File: src/rtl/mem_dma_engine_pkg.sv
// Shared definitions for the memory-side DMA engine: op codes, FSM states
// and the word stride used for address stepping.
`timescale 1ns/1ps
package mem_dma_pkg;

  localparam logic [1:0] OP_COPY   = 2'b00;
  localparam logic [1:0] OP_FILL   = 2'b01;
  localparam logic [1:0] OP_VERIFY = 2'b10;

  localparam logic [31:0] ADDR_STRIDE = 32'd4;

  typedef enum logic [2:0] {
    ST_IDLE   = 3'd0,
    ST_RD_SRC = 3'd1,
    ST_WR_DST = 3'd2,
    ST_RD_DST = 3'd3,
    ST_DONE   = 3'd4
  } dma_state_t;

endpackage

File: src/rtl/mem_dma_engine_if.sv
// Single-port memory bus shared with the multi-cycle CPU. The engine is the
// master; the memory (or the CPU-side mux in front of it) is the slave.
// Mem_data is combinational and valid in the same cycle as Address/MemRead.
`timescale 1ns/1ps
interface mem_dma_engine_if;
  logic [31:0] Address;
  logic [31:0] Write_data;
  logic        MemRead;
  logic        MemWrite;
  logic [31:0] Mem_data;

  modport master (output Address, output Write_data, output MemRead,
                  output MemWrite, input Mem_data);
  modport slave  (input Address, input Write_data, input MemRead,
                  input MemWrite, output Mem_data);
endinterface

File: src/rtl/mem_dma_engine.sv
// Block copy / fill / verify engine on 32-bit words.
//
//   state     | meaning
//   ----------+------------------------------------------------------------
//   ST_IDLE   | waiting for start; bus outputs all zero
//   ST_RD_SRC | read word at src, capture into data register
//   ST_WR_DST | write captured word (copy) or fill_value (fill) to dst
//   ST_RD_DST | read word at dst and compare against captured word (verify)
//   ST_DONE   | one-cycle done pulse, then back to idle
//
// Every output is a flop loaded from the decode of the next state, so the
// bus and status lines are Moore outputs with no combinational path from
// start or Mem_data.
`timescale 1ns/1ps
module mem_dma_engine
  import mem_dma_pkg::*;
#(
  parameter int RAM_SIZE_BIT = 8
) (
  input  logic                  clk,
  input  logic                  reset,
  input  logic                  start,
  input  logic [1:0]            op,
  input  logic [31:0]           src_addr,
  input  logic [31:0]           dst_addr,
  input  logic [RAM_SIZE_BIT:0] word_count,
  input  logic [31:0]           fill_value,
  output logic                  busy,
  output logic                  done,
  output logic                  error,
  output logic [31:0]           mismatch_addr,
  mem_dma_engine_if.master      mem
);

  localparam int CW = RAM_SIZE_BIT + 1;

  dma_state_t    state_q, state_d;
  logic [1:0]    op_q, op_d;
  logic [31:0]   src_q, src_d;
  logic [31:0]   dst_q, dst_d;
  logic [CW-1:0] cnt_q, cnt_d;
  logic [31:0]   fill_q, fill_d;
  logic [31:0]   data_q, data_d;
  logic          err_q, err_d;
  logic [31:0]   mm_addr_q, mm_addr_d;
  logic          done_q, done_d;
  logic          busy_q, busy_d;
  logic [31:0]   addr_q, addr_d;
  logic [31:0]   wdata_q, wdata_d;
  logic          rd_q, rd_d;
  logic          wr_q, wr_d;
  logic          bad_req;
  logic          last_word;

  assign bad_req = (op == 2'b11) ||
                   ((op != OP_FILL) && (src_addr[1:0] != 2'b00)) ||
                   (dst_addr[1:0] != 2'b00);
  assign last_word = (cnt_q == CW'(1));

  // Next-state, datapath and registered-output decode.
  always_comb begin
    state_d   = state_q;
    op_d      = op_q;
    src_d     = src_q;
    dst_d     = dst_q;
    cnt_d     = cnt_q;
    fill_d    = fill_q;
    data_d    = data_q;
    err_d     = err_q;
    mm_addr_d = mm_addr_q;

    case (state_q)
      ST_IDLE: begin
        if (start) begin
          op_d      = op;
          src_d     = src_addr;
          dst_d     = dst_addr;
          cnt_d     = word_count;
          fill_d    = fill_value;
          err_d     = 1'b0;
          mm_addr_d = 32'd0;
          if (bad_req) begin
            err_d   = 1'b1;
            state_d = ST_DONE;
          end else if (word_count == '0) begin
            state_d = ST_DONE;
          end else if (op == OP_FILL) begin
            state_d = ST_WR_DST;
          end else begin
            state_d = ST_RD_SRC;
          end
        end
      end
      ST_RD_SRC: begin
        data_d  = mem.Mem_data;
        state_d = (op_q == OP_VERIFY) ? ST_RD_DST : ST_WR_DST;
      end
      ST_WR_DST: begin
        dst_d = dst_q + ADDR_STRIDE;
        cnt_d = cnt_q - CW'(1);
        if (op_q != OP_FILL) src_d = src_q + ADDR_STRIDE;
        if (last_word)             state_d = ST_DONE;
        else if (op_q == OP_FILL)  state_d = ST_WR_DST;
        else                       state_d = ST_RD_SRC;
      end
      ST_RD_DST: begin
        if (mem.Mem_data != data_q) begin
          err_d     = 1'b1;
          mm_addr_d = dst_q;
          state_d   = ST_DONE;
        end else begin
          src_d   = src_q + ADDR_STRIDE;
          dst_d   = dst_q + ADDR_STRIDE;
          cnt_d   = cnt_q - CW'(1);
          state_d = last_word ? ST_DONE : ST_RD_SRC;
        end
      end
      ST_DONE: state_d = ST_IDLE;
      default: state_d = ST_IDLE;
    endcase

    done_d  = 1'b0;
    busy_d  = (state_d != ST_IDLE);
    addr_d  = 32'd0;
    wdata_d = 32'd0;
    rd_d    = 1'b0;
    wr_d    = 1'b0;
    case (state_d)
      ST_RD_SRC: begin
        rd_d   = 1'b1;
        addr_d = src_d;
      end
      ST_WR_DST: begin
        wr_d    = 1'b1;
        addr_d  = dst_d;
        wdata_d = (op_d == OP_FILL) ? fill_d : data_d;
      end
      ST_RD_DST: begin
        rd_d   = 1'b1;
        addr_d = dst_d;
      end
      ST_DONE: done_d = 1'b1;
      default: ;
    endcase
  end

  // State and output registers; reset abandons any transfer in flight.
  always_ff @(posedge clk or posedge reset) begin
    if (reset) begin
      state_q   <= ST_IDLE;
      op_q      <= 2'b00;
      src_q     <= 32'd0;
      dst_q     <= 32'd0;
      cnt_q     <= '0;
      fill_q    <= 32'd0;
      data_q    <= 32'd0;
      err_q     <= 1'b0;
      mm_addr_q <= 32'd0;
      done_q    <= 1'b0;
      busy_q    <= 1'b0;
      addr_q    <= 32'd0;
      wdata_q   <= 32'd0;
      rd_q      <= 1'b0;
      wr_q      <= 1'b0;
    end else begin
      state_q   <= state_d;
      op_q      <= op_d;
      src_q     <= src_d;
      dst_q     <= dst_d;
      cnt_q     <= cnt_d;
      fill_q    <= fill_d;
      data_q    <= data_d;
      err_q     <= err_d;
      mm_addr_q <= mm_addr_d;
      done_q    <= done_d;
      busy_q    <= busy_d;
      addr_q    <= addr_d;
      wdata_q   <= wdata_d;
      rd_q      <= rd_d;
      wr_q      <= wr_d;
    end
  end

  assign busy           = busy_q;
  assign done           = done_q;
  assign error          = err_q;
  assign mismatch_addr  = mm_addr_q;
  assign mem.Address    = addr_q;
  assign mem.Write_data = wdata_q;
  assign mem.MemRead    = rd_q;
  assign mem.MemWrite   = wr_q;

endmodule

File: src/flat_wrapper.sv
// flat-port wrapper written by rule: the top's interface ports become plain ports
module mem_dma_engine_flat import mem_dma_pkg::*;
#(
  parameter int RAM_SIZE_BIT = 8
)
  (clk, reset, start, op, src_addr, dst_addr, word_count, fill_value, busy, done, error, mismatch_addr, mem_Address, mem_Write_data, mem_MemRead, mem_MemWrite, mem_Mem_data);
  mem_dma_engine_if mem_i ();
  input  logic clk;
  input  logic reset;
  input  logic start;
  input  logic [1:0] op;
  input  logic [31:0] src_addr;
  input  logic [31:0] dst_addr;
  input  logic [RAM_SIZE_BIT:0] word_count;
  input  logic [31:0] fill_value;
  output logic busy;
  output logic done;
  output logic error;
  output logic [31:0] mismatch_addr;
  output wire logic [$bits(mem_i.Address)-1:0] mem_Address;
  output wire logic [$bits(mem_i.Write_data)-1:0] mem_Write_data;
  output wire logic [$bits(mem_i.MemRead)-1:0] mem_MemRead;
  output wire logic [$bits(mem_i.MemWrite)-1:0] mem_MemWrite;
  input wire logic [$bits(mem_i.Mem_data)-1:0] mem_Mem_data;
  assign mem_Address = mem_i.Address;
  assign mem_Write_data = mem_i.Write_data;
  assign mem_MemRead = mem_i.MemRead;
  assign mem_MemWrite = mem_i.MemWrite;
  assign mem_i.Mem_data = mem_Mem_data;
  mem_dma_engine #(.RAM_SIZE_BIT(RAM_SIZE_BIT)) u_core (.clk(clk), .reset(reset), .start(start), .op(op), .src_addr(src_addr), .dst_addr(dst_addr), .word_count(word_count), .fill_value(fill_value), .busy(busy), .done(done), .error(error), .mismatch_addr(mismatch_addr), .mem(mem_i));
endmodule
File: config.mk
export PLATFORM = sky130hd
export DESIGN_NAME = mem_dma_engine_flat
export DESIGN_NICKNAME = d
export VERILOG_FILES = /design/src/rtl/mem_dma_engine_pkg.sv /design/src/rtl/mem_dma_engine_if.sv /design/src/rtl/mem_dma_engine.sv /design/src/flat_wrapper.sv
export SDC_FILE = /design/constraint.sdc
export NUM_CORES = 1
export LEC_CHECK = 0
export ABC_AREA = 0
export CORE_MARGIN = 2
export CORE_UTILIZATION = 46
export DETAILED_ROUTE_END_ITERATION = 10
export PLACE_DENSITY = 0.8
export SETUP_SLACK_MARGIN = 0.5
export SYNTH_ARGS = -nofsm -noshare
export SYNTH_HDL_FRONTEND = slang
export SYNTH_SLANG_ARGS = --single-unit
File: constraint.sdc
create_clock -name clk -period 18.86 [get_ports clk]
set_clock_uncertainty 0.05 [all_clocks]
set_input_delay 3.772 -clock clk [delete_from_list [all_inputs] [get_ports clk]]
set_output_delay 3.772 -clock clk [all_outputs]
set_load 0.02 [all_outputs]
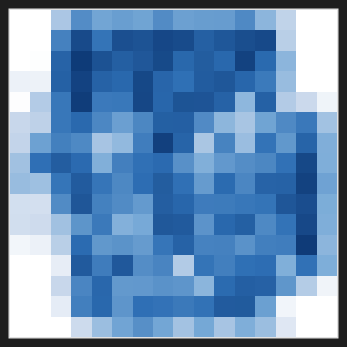
**Above:** local utilization.
Drawn at 2 px/um. 16 x 16 tiles, from white (low) to dark blue (high), 0 to 100% covered.
fullest tile: 96%
emptiest ninth of the die: lower left
nearly empty tiles: 11%
densest ninth of the die: top center
tiles over 75% full: 30%
mean over tiles: 55%
core area: 0.02511 sq mm
Core Util, Final: 0.6059

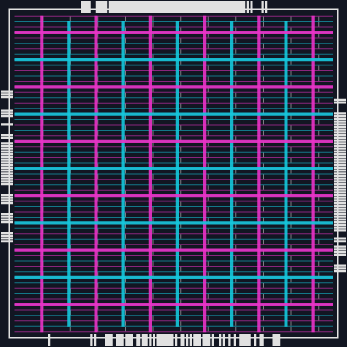
**Above:** power grid.
Drawn at 2 px/um. Pins as bars on the die edge. Tap cells in gray.
legend:
  magenta:
    net: VSS
  cyan:
    net: VDD
met5 straps: 11
tap cells: 330
rows: 58
signal pins: 243
met1 rails: 59

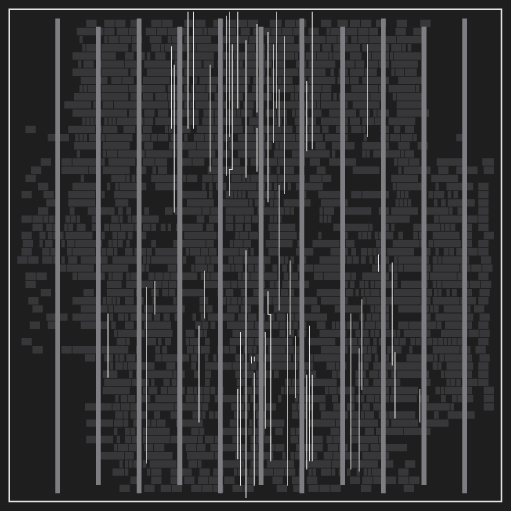
**Above:** the metal 4 layer.
Drawn at 3 px/um. Supply wires on this layer in gray. Cells faint in the background.
nets with wire on the layer: 41
longest straight run: 82.3 um
main direction: vertical

==> run_results.csv <==
group,metric,value,unit
run_status,status,"finished clean",
yosys,mux_share,0.06090,
clock_network,holdBufCountCts,0,
yosys,ys_sh_simple,0.2145,
power_and_ir_drop,seqPwrFrac,0.387,
power_and_ir_drop,p_int,1.364,mW
setup_path,critPathLaunch,"op[0]",
setup_path,worstPathRequired,19.19,ns
setup_path,crit_path_max_fanout,33,
layout,inverters,17,
floorplanning,std_cell_rows,58,
yosys,area_leaders,"dfrtp_1 (52%), nand2_1 (8.1%), nand3_1 (3.5%), mux2_2 (3.3%), mux2i_1 (2.8%)",
sta,slew_headroom,0.2119,
placement,post-place-ws,11.22,ns
setup_path,cp-end-kind,"flop",
placement,dp_cells,1720,
placement,dpl_cell_area,0.01436,sq mm
setup_path,cp_num_buf_inv,4,
setup_path,reg2reg_setup_slack,14.46,ns
yosys,yosys_most_used_dff,"dfrtp_1",
setup_path,critPathMaxStageDelay,0.73,ns
yosys,synth_flop_count,243,
sta,final_hold_viol_count,0,
floorplanning,chipHeight,163.6,um
layout,stdcell_area,0.01521,sq mm
yosys,synthAoiAreaFrac,0.1420,
layout,clkCellAreaFrac,0.05592,
clock_network,root_buffer,"clkbuf_16",
global_routing,grt_pass1_vias,10133,
floorplanning,ios,243,
layout,nMultiInputCombCells,872,
setup_path,critPathTopFamily,"buffers and inverters",
layout,area_growth_syn_to_layout,29.91,%
power_and_ir_drop,p_comb_frac,0.385,
routing,routedWlPerCell,20.77,um
power_and_ir_drop,sw_frac_of_total,0.3906,
sta,grt_setup_unrepaired,"no",
layout,seq_area,0.006081,sq mm
layout,nFillCells,2106,
sta,period_used_share,0.3809,
yosys,yosysTopAreaCell,"dfrtp_1",
setup_path,cp-endpoint,"u_core.mem.Write_data[19]",
sta,finalSetupTns,0,ns
worst_hold_path,min_path_type,"reg -> reg",
power_and_ir_drop,p_per_area,147.2,mW/mm^2
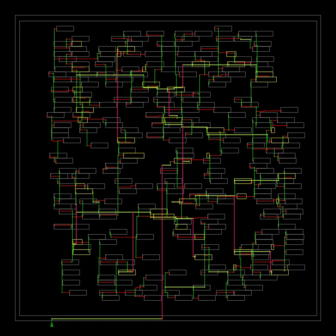
**Above:** clock wiring as the flow saved it.
Clock group: 0.511 mW
TritonCTS buffer count: 24
clock buffer count: 37
clk sink count: 243
clk ins delay skew pair: 0.53 ns

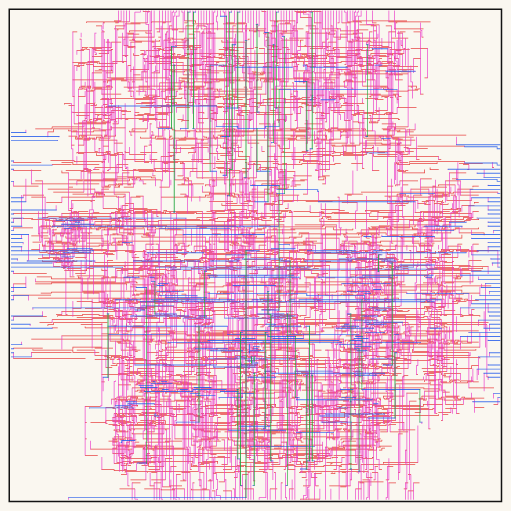
**Above:** metal layers overlaid.
Drawn at 3 px/um.
legend:
  red:
    layer: metal 1
    wire_length: 15100 um
  blue:
    layer: metal 3
    wire_length: 3110 um
  green:
    layer: metal 4
    wire_length: 1610 um
  magenta:
    layer: metal 2
    wire_length: 16900 um

==> cell families (layout without fill, tap and decap cells) <==
kind of cell / Yosys count / count (layout)
and+or+nand+nor: 537 / 537
DFF: 243 / 243
AOI/OAI and AO/OA: 231 / 231
buffers and inverters: 93 / 319
muxes: 67 / 67
xor gates and xnor gates: 33 / 33
adders and majority gates: 4 / 4
other: 0 / 1
==> stage by stage <==
stage	util	power (mW)
3_5_place_dp	0.5720	1.709
5_1_grt	0.6059	2.355
6_report	0.6059	2.239
4_1_cts	0.6058	2.228
2_1_floorplan	-	1.405
3_3_place_gp	0.5720	1.683
==> layer usage <==
layer / vias up / part of all wire
met5: - / 0
met4: 0 / 0.044
li1: 4742 / -
met1: 5152 / 0.41
met3: 97 / 0.085
met2: 554 / 0.46
Power is estimated from default activity; no workload was simulated.
